[config.mk]
export PLATFORM = sky130hd
export DESIGN_NAME = seat_sched
export DESIGN_NICKNAME = d
export VERILOG_FILES = /design/src/rtl/seat_sched.sv
export SDC_FILE = /design/constraint.sdc
export NUM_CORES = 1
export LEC_CHECK = 0
export CORE_UTILIZATION = 51
export CTS_CLUSTER_SIZE = 28
export DETAILED_ROUTE_END_ITERATION = 12
export GPL_TIMING_DRIVEN = 0
export PLACE_DENSITY = 0.89
export SYNTH_ARGS = -nofsm -noshare
export SYNTH_HDL_FRONTEND = slang
export SYNTH_SLANG_ARGS = --single-unit
[constraint.sdc]
create_clock -name clk_sched -period 7.8 [get_ports clk_sched]
set_clock_uncertainty 0.05 [all_clocks]
set_input_delay 2.34 -clock clk_sched [delete_from_list [all_inputs] [get_ports clk_sched]]
set_output_delay 2.34 -clock clk_sched [all_outputs]
set_load 0.005 [all_outputs]
[src/rtl/seat_sched.sv]
// seat_sched: round-robin scheduler for the seat table's single read/write port.
// Each transaction is IDLE -> READ -> CHECK -> WRITE. Request transactions check
// the seat-state transition rules. Sweep transactions return expired AWAY seats
// to FREE.
//
// state   | meaning
// --------+---------------------------------------------------------------
// S_IDLE  | pick the next transaction (request, or sweep), latch its operands
// S_READ  | gnt and mem_rd are high; the table returns data next cycle
// S_CHECK | stored state/time on mem_rdata_*; decide allow and result
// S_WRITE | mem_wr if allowed; done/result for requests; advance pointers
module seat_sched #(
  parameter int N_REQ   = 4,
  parameter int N_SEATS = 32,
  parameter int TW      = 11
) (
  input  logic                 clk_sched,
  input  logic                 rst_sched,
  input  logic [N_REQ-1:0]     req,
  input  logic [8*N_REQ-1:0]   req_seat,
  input  logic [2*N_REQ-1:0]   req_op,
  input  logic [TW-1:0]        now_time,
  input  logic [TW-1:0]        limit_time,
  output logic [N_REQ-1:0]     gnt,
  output logic [N_REQ-1:0]     done,
  output logic [1:0]           result,
  output logic                 busy,
  output logic [7:0]           mem_addr,
  output logic                 mem_rd,
  input  logic [1:0]           mem_rdata_state,
  input  logic [TW-1:0]        mem_rdata_time,
  output logic                 mem_wr,
  output logic [1:0]           mem_wstate,
  output logic [TW-1:0]        mem_wtime
);

  localparam int IW = (N_REQ > 1) ? $clog2(N_REQ) : 1;
  localparam int SW = (N_SEATS > 1) ? $clog2(N_SEATS) : 1;
  localparam int CW = $clog2(N_REQ + 1);

  localparam logic [1:0] ST_FREE = 2'd0;
  localparam logic [1:0] ST_AWAY = 2'd1;
  localparam logic [1:0] ST_RES  = 2'd2;
  localparam logic [1:0] ST_OCC  = 2'd3;

  localparam logic [1:0] RES_OK     = 2'b00;
  localparam logic [1:0] RES_DENIED = 2'b01;
  localparam logic [1:0] RES_BAD    = 2'b10;

  typedef enum logic [1:0] {S_IDLE, S_READ, S_CHECK, S_WRITE} state_t;

  state_t              state_q;
  logic [IW-1:0]       rr_ptr_q;
  logic [SW-1:0]       sweep_ptr_q;
  logic [CW-1:0]       cnt_q;
  logic                is_req_q;
  logic [IW-1:0]       idx_q;
  logic [1:0]          op_q;
  logic [TW-1:0]       time_q;
  logic                bad_q;
  logic [N_REQ-1:0]    gnt_q;
  logic [N_REQ-1:0]    done_q;
  logic [1:0]          result_q;
  logic [7:0]          mem_addr_q;
  logic                mem_rd_q;
  logic                mem_wr_q;
  logic [1:0]          mem_wstate_q;
  logic [TW-1:0]       mem_wtime_q;

  logic                pick_vld;
  logic [IW-1:0]       pick_idx;
  logic [N_REQ-1:0]    pick_oh;
  logic [7:0]          pick_seat;
  logic [1:0]          pick_op;
  int                  cand;

  logic                allow;
  logic [1:0]          res;
  logic [TW-1:0]       elapsed;
  logic [N_REQ-1:0]    done_oh;

  // Round-robin pick: first active requester at or after rr_ptr, wrapping.
  always_comb begin
    pick_vld  = 1'b0;
    pick_idx  = '0;
    cand      = 0;
    for (int k = N_REQ - 1; k >= 0; k--) begin
      cand = (int'(rr_ptr_q) + k) % N_REQ;
      if (req[IW'(cand)]) begin
        pick_vld = 1'b1;
        pick_idx = IW'(cand);
      end
    end
    pick_oh   = '0;
    pick_seat = '0;
    pick_op   = '0;
    for (int i = 0; i < N_REQ; i++) begin
      if (pick_vld && pick_idx == IW'(i)) begin
        pick_oh[i] = 1'b1;
        pick_seat  = req_seat[8*i +: 8];
        pick_op    = req_op[2*i +: 2];
      end
    end
  end

  // Rule evaluation on the data returned during CHECK.
  always_comb begin
    allow   = 1'b0;
    res     = RES_OK;
    elapsed = time_q - mem_rdata_time;
    if (is_req_q) begin
      if (bad_q) begin
        res = RES_BAD;
      end else begin
        case (op_q)
          ST_OCC:  allow = (mem_rdata_state != ST_OCC);
          ST_AWAY: allow = (mem_rdata_state == ST_OCC);
          ST_RES:  allow = (mem_rdata_state == ST_FREE);
          default: allow = 1'b1;
        endcase
        res = allow ? RES_OK : RES_DENIED;
      end
    end else begin
      allow = (mem_rdata_state == ST_AWAY) && (elapsed > limit_time);
    end
    done_oh = '0;
    for (int i = 0; i < N_REQ; i++) begin
      if (idx_q == IW'(i)) done_oh[i] = 1'b1;
    end
  end

  // Transaction FSM with registered port outputs.
  always_ff @(posedge clk_sched or posedge rst_sched) begin
    if (rst_sched) begin
      state_q      <= S_IDLE;
      rr_ptr_q     <= '0;
      sweep_ptr_q  <= '0;
      cnt_q        <= '0;
      is_req_q     <= 1'b0;
      idx_q        <= '0;
      op_q         <= '0;
      time_q       <= '0;
      bad_q        <= 1'b0;
      gnt_q        <= '0;
      done_q       <= '0;
      result_q     <= '0;
      mem_addr_q   <= '0;
      mem_rd_q     <= 1'b0;
      mem_wr_q     <= 1'b0;
      mem_wstate_q <= '0;
      mem_wtime_q  <= '0;
    end else begin
      gnt_q        <= '0;
      done_q       <= '0;
      mem_rd_q     <= 1'b0;
      mem_wr_q     <= 1'b0;
      mem_wstate_q <= '0;
      mem_wtime_q  <= '0;
      case (state_q)
        S_IDLE: begin
          time_q  <= now_time;
          state_q <= S_READ;
          // A full run of N_REQ requests forces one sweep so seats still expire.
          if (pick_vld && cnt_q < CW'(N_REQ)) begin
            cnt_q      <= cnt_q + CW'(1);
            is_req_q   <= 1'b1;
            idx_q      <= pick_idx;
            op_q       <= pick_op;
            bad_q      <= (int'(pick_seat) >= N_SEATS);
            gnt_q      <= pick_oh;
            mem_addr_q <= pick_seat;
            mem_rd_q   <= (int'(pick_seat) < N_SEATS);
          end else begin
            cnt_q      <= '0;
            is_req_q   <= 1'b0;
            op_q       <= ST_FREE;
            bad_q      <= 1'b0;
            mem_addr_q <= 8'(sweep_ptr_q);
            mem_rd_q   <= 1'b1;
          end
        end
        S_READ: begin
          state_q <= S_CHECK;
        end
        S_CHECK: begin
          state_q  <= S_WRITE;
          mem_wr_q <= allow;
          if (allow) begin
            mem_wstate_q <= op_q;
            mem_wtime_q  <= time_q;
          end
          if (is_req_q) begin
            done_q   <= done_oh;
            result_q <= res;
          end
        end
        default: begin
          state_q <= S_IDLE;
          if (is_req_q) begin
            rr_ptr_q <= (idx_q == IW'(N_REQ - 1)) ? '0 : idx_q + IW'(1);
          end else begin
            sweep_ptr_q <= (sweep_ptr_q == SW'(N_SEATS - 1)) ? '0 : sweep_ptr_q + SW'(1);
          end
        end
      endcase
    end
  end

  assign gnt        = gnt_q;
  assign done       = done_q;
  assign result     = result_q;
  assign busy       = (state_q != S_IDLE);
  assign mem_addr   = mem_addr_q;
  assign mem_rd     = mem_rd_q;
  assign mem_wr     = mem_wr_q;
  assign mem_wstate = mem_wstate_q;
  assign mem_wtime  = mem_wtime_q;

endmodule

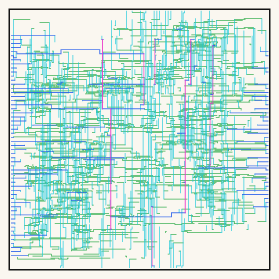
**Above:** wiring by layer.
Scale: 3 px per um.
met1: drawn in green, wire length 3720 um. met3: drawn in blue, wire length 698 um. met4: drawn in magenta, wire length 215 um. met2: drawn in cyan, wire length 4390 um.
gr usage total: 0.260
Avg WL per Cell: 15.2 um
Post-Route WL: 9020 um

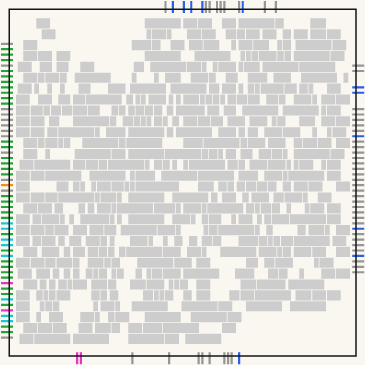
**Above:** pin placement.
Scale: 4 px per um. Pins as bars across the die edge, other pins in gray.
now_time: drawn in blue, pins 11, direction input, edge 5 north, 5 east, 1 south. req_op: drawn in cyan, pins 8, direction input, edge west. req_seat: drawn in green, pins 32, direction input, edge west. mem_rd: drawn in orange, pins 1, direction output, edge west. req: drawn in magenta, pins 4, direction input, edge 2 south, 2 west.
All pins by edge: 55 west, 35 east, 14 north, 11 south.

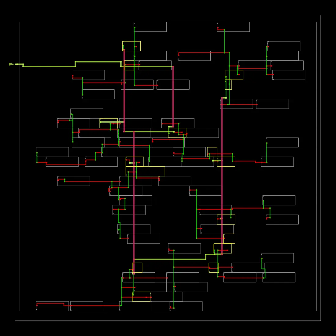
**Above:** clock nets.
Clock Sinks: 62
Num CTS Buffers: 9

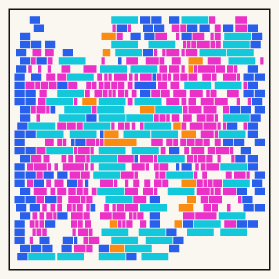
**Above:** placement by cell class.
Scale: 3 px per um.
clock drivers and dummy loads: drawn in orange, cells 16, share of their area 4.0%. all other logic: drawn in magenta, cells 294, share of their area 41%. other buffers and delay cells: drawn in blue, cells 126, share of their area 24%. flip-flops: drawn in cyan, cells 62, share of their area 31%.
Core Util, Final: 0.747
num rows: 30
fin area: 5100 um2
Core Area: 6830 um2

==> flow_summary.toml <==
# yosys + openroad results
[drt]
wl_met1_um = 3720
drc = 0
top_layer = "met4"
vias = 3251
drt_pass1_iterations = 4
viasPerCell = 5.47
antenna_left = 0
wl_met2_um = 4390

[synth]
ys.flops = 62
synthFlopType = "dfrtp_1"
synthTopCellsByCount = "dfrtp_1 (62), nand2_1 (34), inv_1 (32)"
synth.comb.largest_family = "AND-OR/OR-AND gates"
yosys.area_share.adder = 0.113
ys_cells = 367
synthesis.area_um2 = 3620
syn_avg_cell_area_um2 = 9.88
synth.cellmix.compoundShare = 0.180
postSynthNetCount = 480
ys_sh_xor = 0.0169
synth.top_cell.area_share = 0.428
ys_area_um2 = 3620
synth.distinct_cells = 57
edf_count = 0
ys_sh_simple = 0.159
top_area_cell = "dfrtp_1"
ys_sh_mux = 0.0559
ys.warnings.count = 0
syn_inst = 367
topCellsByArea = "dfrtp_1 (43%), ha_1 (11%), mux2_2 (4.3%)"

[global_route]
grt_util_met3 = 0.0600
grt_pass1_vias = 3386
grt.busiest_layer = "met2"
antenna_found_initial = 0
grt_max_degree = 33
grtUsageMet2 = 0.460
grt_pass1_wl_um = 14900
overflow = 0

[placed_design]
place_area_um2 = 4910
dp_cells = 578
gp_congestion = 0.857
dpl_worst_slack_ns = 1.05
portBuffers = 114

[power]
p_clk_mw = 0.281
power_frac_seq = 0.382
power_density_nw_per_um2 = 236
pwr-share-comb = 0.386
seq-power_mw = 0.460
p_comb_mw = 0.465
swShare = 0.347
power-top-group = "combinational cells"
leakagePower_nw = 2.28
peakVddDrop_mv = 0.213
power.switching_mw = 0.418
power_mw = 1.21
clockPowerShare = 0.233
internal_power_mw = 0.788

[final_timing]
relSlewSlack = 0.536
max_slew.worst_pin.slew_ns = 0.695
fin_setup_tns_ns = 0
hold_viol_final = 0
fin_crit_ns = 6.38
whs_ns = 0.443
setup-violations-final = 0
period_used_share = 0.818
setup_ws_ns = 1.42
slew_violations = 0
fmax_mhz = 157
rsz0062_at_grt = "no"

[final_layout]
syn2layout_area_growth_pct = 40.8
nFlopsAndLatches = 62
inverters = 32
fillers = 478
layout-drive-gt1-share = 0.0904
logic_gate_count = 262
sh_comb_area = 0.373
antenna_cells = 0
seq_share = 0.304
nClkBuffers = 9
layout_top_cells = "clkdlybuf4s50_1 (114), dfrtp_1 (62), nand2_1 (34), inv_1 (31), ha_1 (31)"
buf_share = 0.238
nNetsFinal = 606
layout_top_cell = "clkdlybuf4s50_1"
signal_buffers = 126
clk_share = 0.0387
logic_area_um2 = 1900
final_cell_count_no_fill = 594
largest_class = "logic gates"
ff_latch_area_um2 = 1550

[cts]
cts_setup_buffers = 0
clk_path_buf_depth = 2
h-tree-depth = 3
tritoncts = "yes"
cts.clk_slew.worst_paths_ns = 0.07
root_buffer = "clkbuf_8"
ctsHoldBuffers = 0
clkLatencyLatePin_ns = 0.35
cts_resized = 0

[min_path]
min_path_type = "reg2reg"

[setup_path]
crit_path_top_delay_cell = "clkdlybuf4s50_1"
cpLargestDelayFamily = "AND-OR/OR-AND gates"
max_stage_delay_ns = 0.47
worstPathCellList = "clkdlybuf4s50_1 -> ha_1 -> inv_1 -> fa_1 -> a21o_1 -> a21oi_1 -> nor2b_1 -> o21a_1 -> o41ai_2 -> nor2_1 -> a211o_1 -> ha_1 -> nand4_1 -> o31ai_1 -> a31oi_1 -> a21oi_1 -> clkbuf_1 -> nor2b_1"
r2r-start = "time_q[0]$_DFFE_PP0P_"
worst_ep_arrival_time_ns = 6.55
worst_setup_path_end_kind = "flop"
startpoint_type = "input pin"
r2r-end = "mem_wtime[7]$_DFF_PP0_"
worst-path-stages = 18
ff2ff_path_depth = 18
worstSetupPathType = "in2reg"
r2r_setup_slack_ns = 3.40
critPathLaunch = "mem_rdata_time[0]"
critical_path.endpoint = "mem_wtime[7]$_DFF_PP0_"
cp_num_buf_inv = 3
required_ns = 7.97

[floorplan]
die_w_um = 86.3
die_h_um = 86.3
chip_area_um2 = 7450
nWellTaps = 96
io_pins = 115
fp-utilization = 0.531

[run]
warnings = 31

[outcome]
status = "completed"
Power figures rest on the tool's default switching activity, not on a simulated workload.
